Figure 1. Pin map.
Pins as bars across the die edge, other pins in grey.
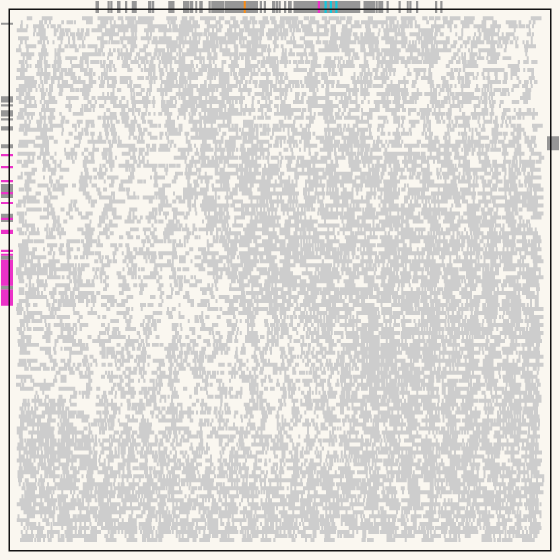
Figure 2. Met3 routing.
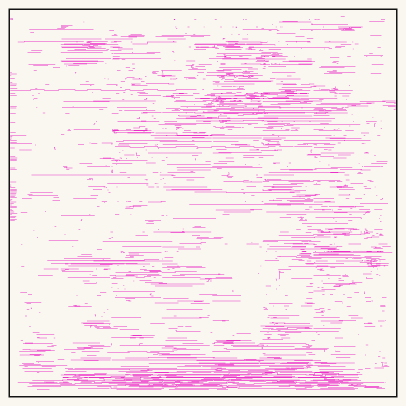
Figure 3. Placed standard cells.
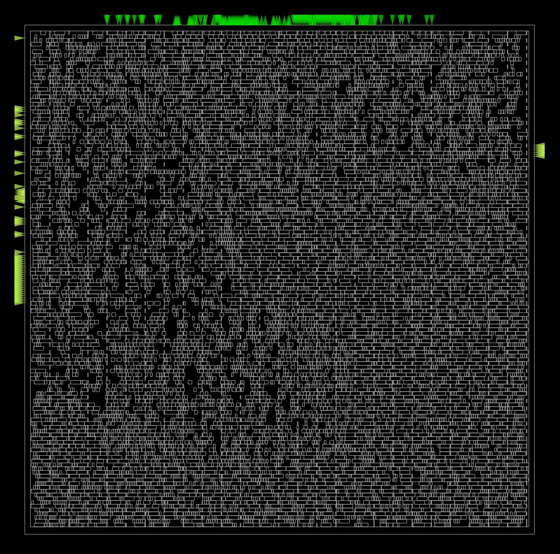
Figure 4. Routed clock nets over the placement.
The bar under the picture is 100 um long.
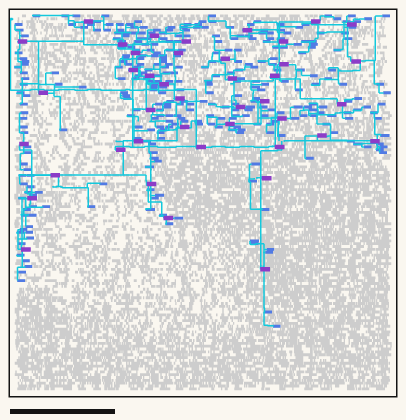
Figure 5. Cell area per tile.
The die is cut into 37 by 37 equal tiles; white is low, dark blue is high, 0 to 100% covered.
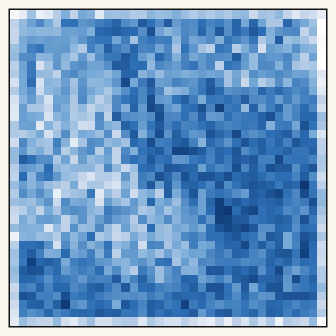
**src/rtl/muldiv_ctrl.sv**
```systemverilog
// muldiv_ctrl: multi-cycle MULT/DIV/MADD/MSUB sequencer producing the HI/LO pair.
// Holds EXE via stall, pulses finish for one cycle when res_hi/res_lo are valid.
module muldiv_ctrl #(
    parameter int MUL_LAT  = 2,
    parameter int DIV_ITER = 32
) (
    input  logic        clk,
    input  logic        rst,
    input  logic        start,
    input  logic [2:0]  op,
    input  logic [31:0] src_a,
    input  logic [31:0] src_b,
    input  logic [31:0] hi_in,
    input  logic [31:0] lo_in,
    input  logic        flush,
    output logic        stall,
    output logic        finish,
    output logic [31:0] res_hi,
    output logic [31:0] res_lo
);
    localparam logic [2:0] S_IDLE = 3'd0;
    localparam logic [2:0] S_MUL  = 3'd1;
    localparam logic [2:0] S_DIV  = 3'd2;
    localparam logic [2:0] S_FIX  = 3'd3;
    localparam logic [2:0] S_DONE = 3'd4;
    localparam int PD = (MUL_LAT > 1) ? MUL_LAT - 1 : 1;

    logic [2:0]  state_q, state_d;
    logic [5:0]  cnt_q, cnt_d;
    logic [2:0]  op_q, op_d;
    logic [31:0] a_q, a_d, b_q, b_d, hi_q, hi_d, lo_q, lo_d;
    logic [31:0] rem_q, rem_d, quot_q, quot_d;
    logic [63:0] res_q, res_d;
    logic [63:0] pipe_q [PD];
    logic [63:0] pipe_d [PD];
    logic        accept, busy, signed_op, a_neg, b_neg;
    logic [63:0] a64, b64, prod, acc, mul_res, mul_tail, div_res;
    logic [31:0] b_mag, q_fix, r_fix;
    logic [32:0] rem_sh, diff;

    always_comb begin
        accept    = start & (state_q == S_IDLE) & ~flush;
        busy      = (state_q == S_MUL) | (state_q == S_DIV) | (state_q == S_FIX);
        signed_op = ~op_q[0];
        a_neg     = signed_op & a_q[31];
        b_neg     = signed_op & b_q[31];
        a64       = {{32{a_neg}}, a_q};
        b64       = {{32{b_neg}}, b_q};
        prod      = a64 * b64;
        acc       = {hi_q, lo_q};
        mul_res   = (op_q[2:1] == 2'b00) ? prod :
                    (op_q[2:1] == 2'b10) ? acc + prod : acc - prod;
        // the product is retimed through PD registers; the last stage lands in res_q
        mul_tail  = (MUL_LAT == 1) ? mul_res : pipe_q[PD-1];
        b_mag     = b_neg ? -b_q : b_q;
        rem_sh    = {rem_q, quot_q[31]};
        diff      = rem_sh - {1'b0, b_mag};
        q_fix     = (a_neg ^ b_neg) ? -quot_q : quot_q;
        r_fix     = a_neg ? -rem_q : rem_q;
        div_res   = (b_q == 32'd0) ? {a_q, 32'hFFFF_FFFF} : {r_fix, q_fix};
    end

    always_comb begin
        state_d = state_q;
        cnt_d   = cnt_q;
        op_d    = op_q;
        a_d     = a_q;
        b_d     = b_q;
        hi_d    = hi_q;
        lo_d    = lo_q;
        rem_d   = rem_q;
        quot_d  = quot_q;
        res_d   = res_q;
        pipe_d[0] = mul_res;
        for (int i = 1; i < PD; i++) pipe_d[i] = pipe_q[i-1];
        if (accept) begin
            op_d    = op;
            a_d     = src_a;
            b_d     = src_b;
            hi_d    = hi_in;
            lo_d    = lo_in;
            quot_d  = (~op[0] & src_a[31]) ? -src_a : src_a;
            rem_d   = '0;
            cnt_d   = '0;
            state_d = (op[2:1] == 2'b01) ? S_DIV : S_MUL;
        end else if (busy & flush) begin
            state_d = S_IDLE;
            cnt_d   = '0;
        end else if (state_q == S_MUL) begin
            cnt_d = cnt_q + 6'd1;
            if (cnt_q == 6'(MUL_LAT - 1)) begin
                state_d = S_DONE;
                cnt_d   = '0;
                res_d   = mul_tail;
            end
        end else if (state_q == S_DIV) begin
            // restoring step: keep the trial subtraction only if it did not borrow
            rem_d  = diff[32] ? rem_sh[31:0] : diff[31:0];
            quot_d = {quot_q[30:0], ~diff[32]};
            cnt_d  = cnt_q + 6'd1;
            if (cnt_q == 6'(DIV_ITER - 1)) begin
                state_d = S_FIX;
                cnt_d   = '0;
            end
        end else if (state_q == S_FIX) begin
            state_d = S_DONE;
            res_d   = div_res;
        end else begin
            state_d = S_IDLE;
        end
    end

    always_ff @(posedge clk) begin
        if (rst) begin
            state_q <= S_IDLE;
            cnt_q   <= '0;
            op_q    <= '0;
            a_q     <= '0;
            b_q     <= '0;
            hi_q    <= '0;
            lo_q    <= '0;
            rem_q   <= '0;
            quot_q  <= '0;
            res_q   <= '0;
            for (int i = 0; i < PD; i++) pipe_q[i] <= '0;
        end else begin
            state_q <= state_d;
            cnt_q   <= cnt_d;
            op_q    <= op_d;
            a_q     <= a_d;
            b_q     <= b_d;
            hi_q    <= hi_d;
            lo_q    <= lo_d;
            rem_q   <= rem_d;
            quot_q  <= quot_d;
            res_q   <= res_d;
            for (int i = 0; i < PD; i++) pipe_q[i] <= pipe_d[i];
        end
    end

    assign stall  = accept | busy;
    assign finish = (state_q == S_DONE) & ~flush;
    assign res_hi = res_q[63:32];
    assign res_lo = res_q[31:0];
endmodule

```
**config.mk**
```make
export PLATFORM = sky130hd
export DESIGN_NAME = muldiv_ctrl
export DESIGN_NICKNAME = d
export VERILOG_FILES = /design/src/rtl/muldiv_ctrl.sv
export SDC_FILE = /design/constraint.sdc
export NUM_CORES = 2
export LEC_CHECK = 0
export ABC_AREA = 1
export CAP_MARGIN = 20
export CORE_MARGIN = 4
export CORE_UTILIZATION = 50
export CTS_CLUSTER_SIZE = 16
export DETAILED_ROUTE_END_ITERATION = 12
export MAX_ROUTING_LAYER = met4
export PLACE_DENSITY = 0.65
export SETUP_SLACK_MARGIN = 0.4
export SLEW_MARGIN = 15
export SYNTH_ARGS = -nofsm -noshare
export SYNTH_HDL_FRONTEND = slang
export SYNTH_SLANG_ARGS = --single-unit
```
**constraint.sdc**
```tcl
create_clock -name clk -period 10.7 [get_ports clk]
set_clock_uncertainty 0.1 [all_clocks]
set_input_delay 1.605 -clock clk [delete_from_list [all_inputs] [get_ports clk]]
set_output_delay 1.605 -clock clk [all_outputs]
set_load 0.05 [all_outputs]
```
==> impl_metrics.py <==
# Physical implementation metrics
metrics = {
    "clocking": {
        "cts.path.max_buffers": 3,
        "clockRootBuffer": "clkbuf_16",
        "numCtsBuffers": 42,
        "cts_tree": "done",
        "clkTransAtPathRegs_ps": 60,
        "cts_hold_buf": 0,
        "numClockSinks": 332,
        "ctsHtreeMaxLevel": 2,
    },
    "job": {
        "warning_count": 31,
        "drv_cap": 0,
    },
    "synth": {
        "edf_count": 0,
        "ys_top_logic_family": "adder cells",
        "top_cells_by_area": "fa_1 35%, nand2_1 14%, inv_1 12%",
        "top_area_share_pct": 34.7,
        "fp_nets": 10800,
        "simple_gate_share_pct": 23.3,
        "ys_seq_elements": 332,
        "top_area_cell": "fa_1",
        "mux_area_share_pct": 0,
        "yosysMostFrequentCell": "nand2_1",
        "ys_cells": 9174,
        "adder_share_pct": 40.7,
        "yosysSeqAreaShare_pct": 10.2,
        "syn-cell-area_um2": 65100,
        "ys_warn_count": 0,
        "yosys-stat-area_um2": 65100,
        "synth_cell_type_count": 64,
        "ys_sh_xor_pct": 2.69,
        "async_flop_share_pct": 0,
        "syn_area_per_cell_um2": 7.09,
        "ys_sh_aoi_pct": 8.43,
        "ff_type": "dfxtp_1",
        "syn_inst": 9174,
        "top_cells_by_count": "2,508 x nand2_1, 2,080 x inv_1, 1,127 x fa_1, 527 x nor2_1, 492 x a21oi_1",
    },
    "critical_path": {
        "cpMostUsedCell": "fa_1",
        "crit_slowest_cell": "fa_2",
        "timing.rr.end": "pipe_q[0][51]",
        "slowest_delay_ps": 630,
        "cp.required_ps": 11050,
        "startpoint_type": "register",
        "cp.arrival_ps": 10370,
        "r2r_start": "op_q[0]",
        "critPathMaxFanout": 10,
        "crit_type": "register to register",
        "r2r_slack_ps": 680,
        "rr_worst_depth": 49,
        "cp-startpoint": "op_q[0]",
        "cp-end-kind": "register",
    },
    "global_routing": {
        "grtUsageTotal_pct": 39.1,
        "overflow": 0,
        "grt_pass1_wl_mm": 390,
        "grt_max_degree": 79,
        "antenna_found_initial": 5,
        "first_global_vias": 64300,
    },
    "place": {
        "gp_congestion": 1.13,
        "place_area_um2": 76400,
        "dpl_worst_slack_ps": -617,
        "dp.final_hpwl_mm": 218,
        "portBuffers": 200,
        "placedCellCount": 11700,
    },
    "pwr": {
        "pwr-share-comb_pct": 73.4,
        "internal_power_mw": 5.84,
        "power.leakage_nw": 41.9,
        "p_per_area_nw_per_um2": 142,
        "power_frac_seq_pct": 12.7,
        "p_sw_share_pct": 49.6,
        "peakVddDrop_mv": 0.132,
        "p_sw_mw": 5.75,
    },
    "worst_hold_path": {
        "worstHoldStart": "res_q[16]",
        "whs_path_depth": 2,
        "min_to": "res_q[16]",
        "hold_class": "register to register",
    },
    "floorplan": {
        "chipArea_um2": 136000,
        "ios": 201,
        "die-width_um": 369,
        "dieHeight_um": 369,
    },
    "finish": {
        "stdcell_count": 11900,
        "layout-drive-gt1-share_pct": 18.2,
        "fin_area_um2": 81500,
        "final_common_cell": "nand2_1",
        "most-common-layout-cells": "2,389 x nand2_1, 2,052 x inv_1, 1,107 x fa_1, 988 x buf_4, 432 x a21oi_1",
        "area_delta_synth_final_pct": 25.2,
        "nets": 11700,
    },
    "detailed_routing": {
        "dr.pass1.iters": 10,
        "wl_per_cell_um": 22.4,
        "avgViaCountPerCell": 5.41,
        "first_iter_violations": 6109,
        "drc": 0,
        "final_antenna_net_count": 0,
    },
    "sta": {
        "hold_violations": 0,
        "period_needed_ps": 10020,
        "tightestPinTransition_ps": 1070,
        "period_used_pct": 93.7,
        "slew-limit-headroom_pct": 28.1,
        "setup_violations": 0,
        "worst_slack_ps": 676,
        "drv_slew": 0,
        "tns_ps": 0,
        "clock.fmax_mhz": 99.8,
        "grt_setup_unrepaired": "yes",
    },
    "status": {
        "outcome": "finished clean",
    },
}
-- Figure 1 (at the start) --
| colour | port | pins | direction | edge |
|---|---|---|---|---|
| magenta | hi_in | 32 | input | 31 west, 1 north |
| cyan | op | 3 | input | north |
| orange | rst | 1 | input | north |
all pins by edge: 137 north, 57 west, 7 east

-- Figure 2 (at the start) --
longest straight run: 198 um
wire length on this layer: 24.6 mm
met3 Use GR: 6.11%
routed vias: 64,400
final wirelength: 267 mm

-- Figure 3 (at the start) --
site row count: 132
# fillers: 12,000
Core ar.: 129,000 um^2

-- Figure 4 (at the start) --
[cyan] clock wires | length: 5,720 um
[purple] clock-net drivers | count: 42
[blue] flip-flops | count: 332
routed clock nets: 43
clock-net power: 1.60 mW
power share of the clock group: 13.8%
Worst-Skew Late Latency: 620 ps

-- Figure 5 (at the start) --
nearly empty tiles: 0.30%
fullest tile: 97%
mean over tiles: 58%
fp_density: 50.3%
post-route core utilization: 62.9%

[final cells by class]
cell class | count | area (um^2) | area share [%]
repair buffers | 1322 | 11900 | 14.6
multi-input cells | 6315 | 51200 | 62.9
clock inverters | 25 | 370 | 0.455
flip-flops and latches | 332 | 6730 | 8.26
inverters | 2105 | 7900 | 9.70
well taps | 1742 | 2180 | 2.67
diodes | 2 | 5.00 | 0.00614
clock buffers | 52 | 1150 | 1.41
[layer usage]
metal  vias up  share of wire, %  GRT usage, %
met4         0               6.5          17.9
met5         -                 0             -
met2      3149                45          60.7
li1      29200                 -             -
met1     31400                39          50.6
met3       650               9.2          6.11
[worst max path at each step]
stage	endpoint
2_1_floorplan	pipe_q[0][63]
3_3_place_gp	pipe_q[0][51]
3_5_place_dp	pipe_q[0][48]
4_1_cts	pipe_q[0][48]
5_1_grt	pipe_q[0][63]
6_report	pipe_q[0][51]
[stage by stage]
stage	hold slack, ps	power (mW)
global route	390	12.2
CTS	365	10.7
detailed placement	355	8.96
global placement	353	8.97
floorplan	345	4.87
finish	365	11.6
[power by group through the flow]
stage               combinational (mW)  clock [mW]  sequential (mW)
global route                      9.07        1.66             1.48
floorplan                         3.43           0             1.44
CTS                               7.63        1.61             1.47
global placement                  7.48           0             1.49
detailed placement                7.46           0             1.49
finish                            8.51        1.60             1.48
[flip-flops by register name, summed over array words and instances (netlist names), 6 cells and up]
| name | cells |
|---|---|
| res_q | 64 |
| pipe_q | 64 |
| hi_q | 32 |
| quot_q | 32 |
| b_q | 32 |
| rem_q | 32 |
| cnt_q | 6 |
| lo_q | 32 |
| a_q | 32 |
[worst max-delay path: cells and delay by family (launching register included)]
family | cells | cell delay, ps
AND-OR/OR-AND | 4 | 700
XOR/XNOR | 1 | 170
adder cells (fa/ha/maj) | 10 | 4850
buffers and inverters | 16 | 1710
flip-flops | 1 | 330
AND/OR/NAND/NOR | 18 | 1990
[cells by family (layout without fill, tap and decap cells)]
kind of cell	count (synthesis)	in the layout
compound gates	1001	1001
xor+xnor	195	195
fa+ha+maj	1443	1443
buf+inv	2527	3504
flops	332	332
other cells	0	2
simple gates	3676	3676
[what timing repair did]
action | 4_1_cts | 5_1_grt
setup buffers | 2 | 81
endpoints found under the setup margin | 31 | 37
endpoints found under the hold margin | 0 | 0
pin swaps | 2 | 161
cloned | 0 | 12
gates resized | 108 | 578
Power and IR drop assume default switching activity.
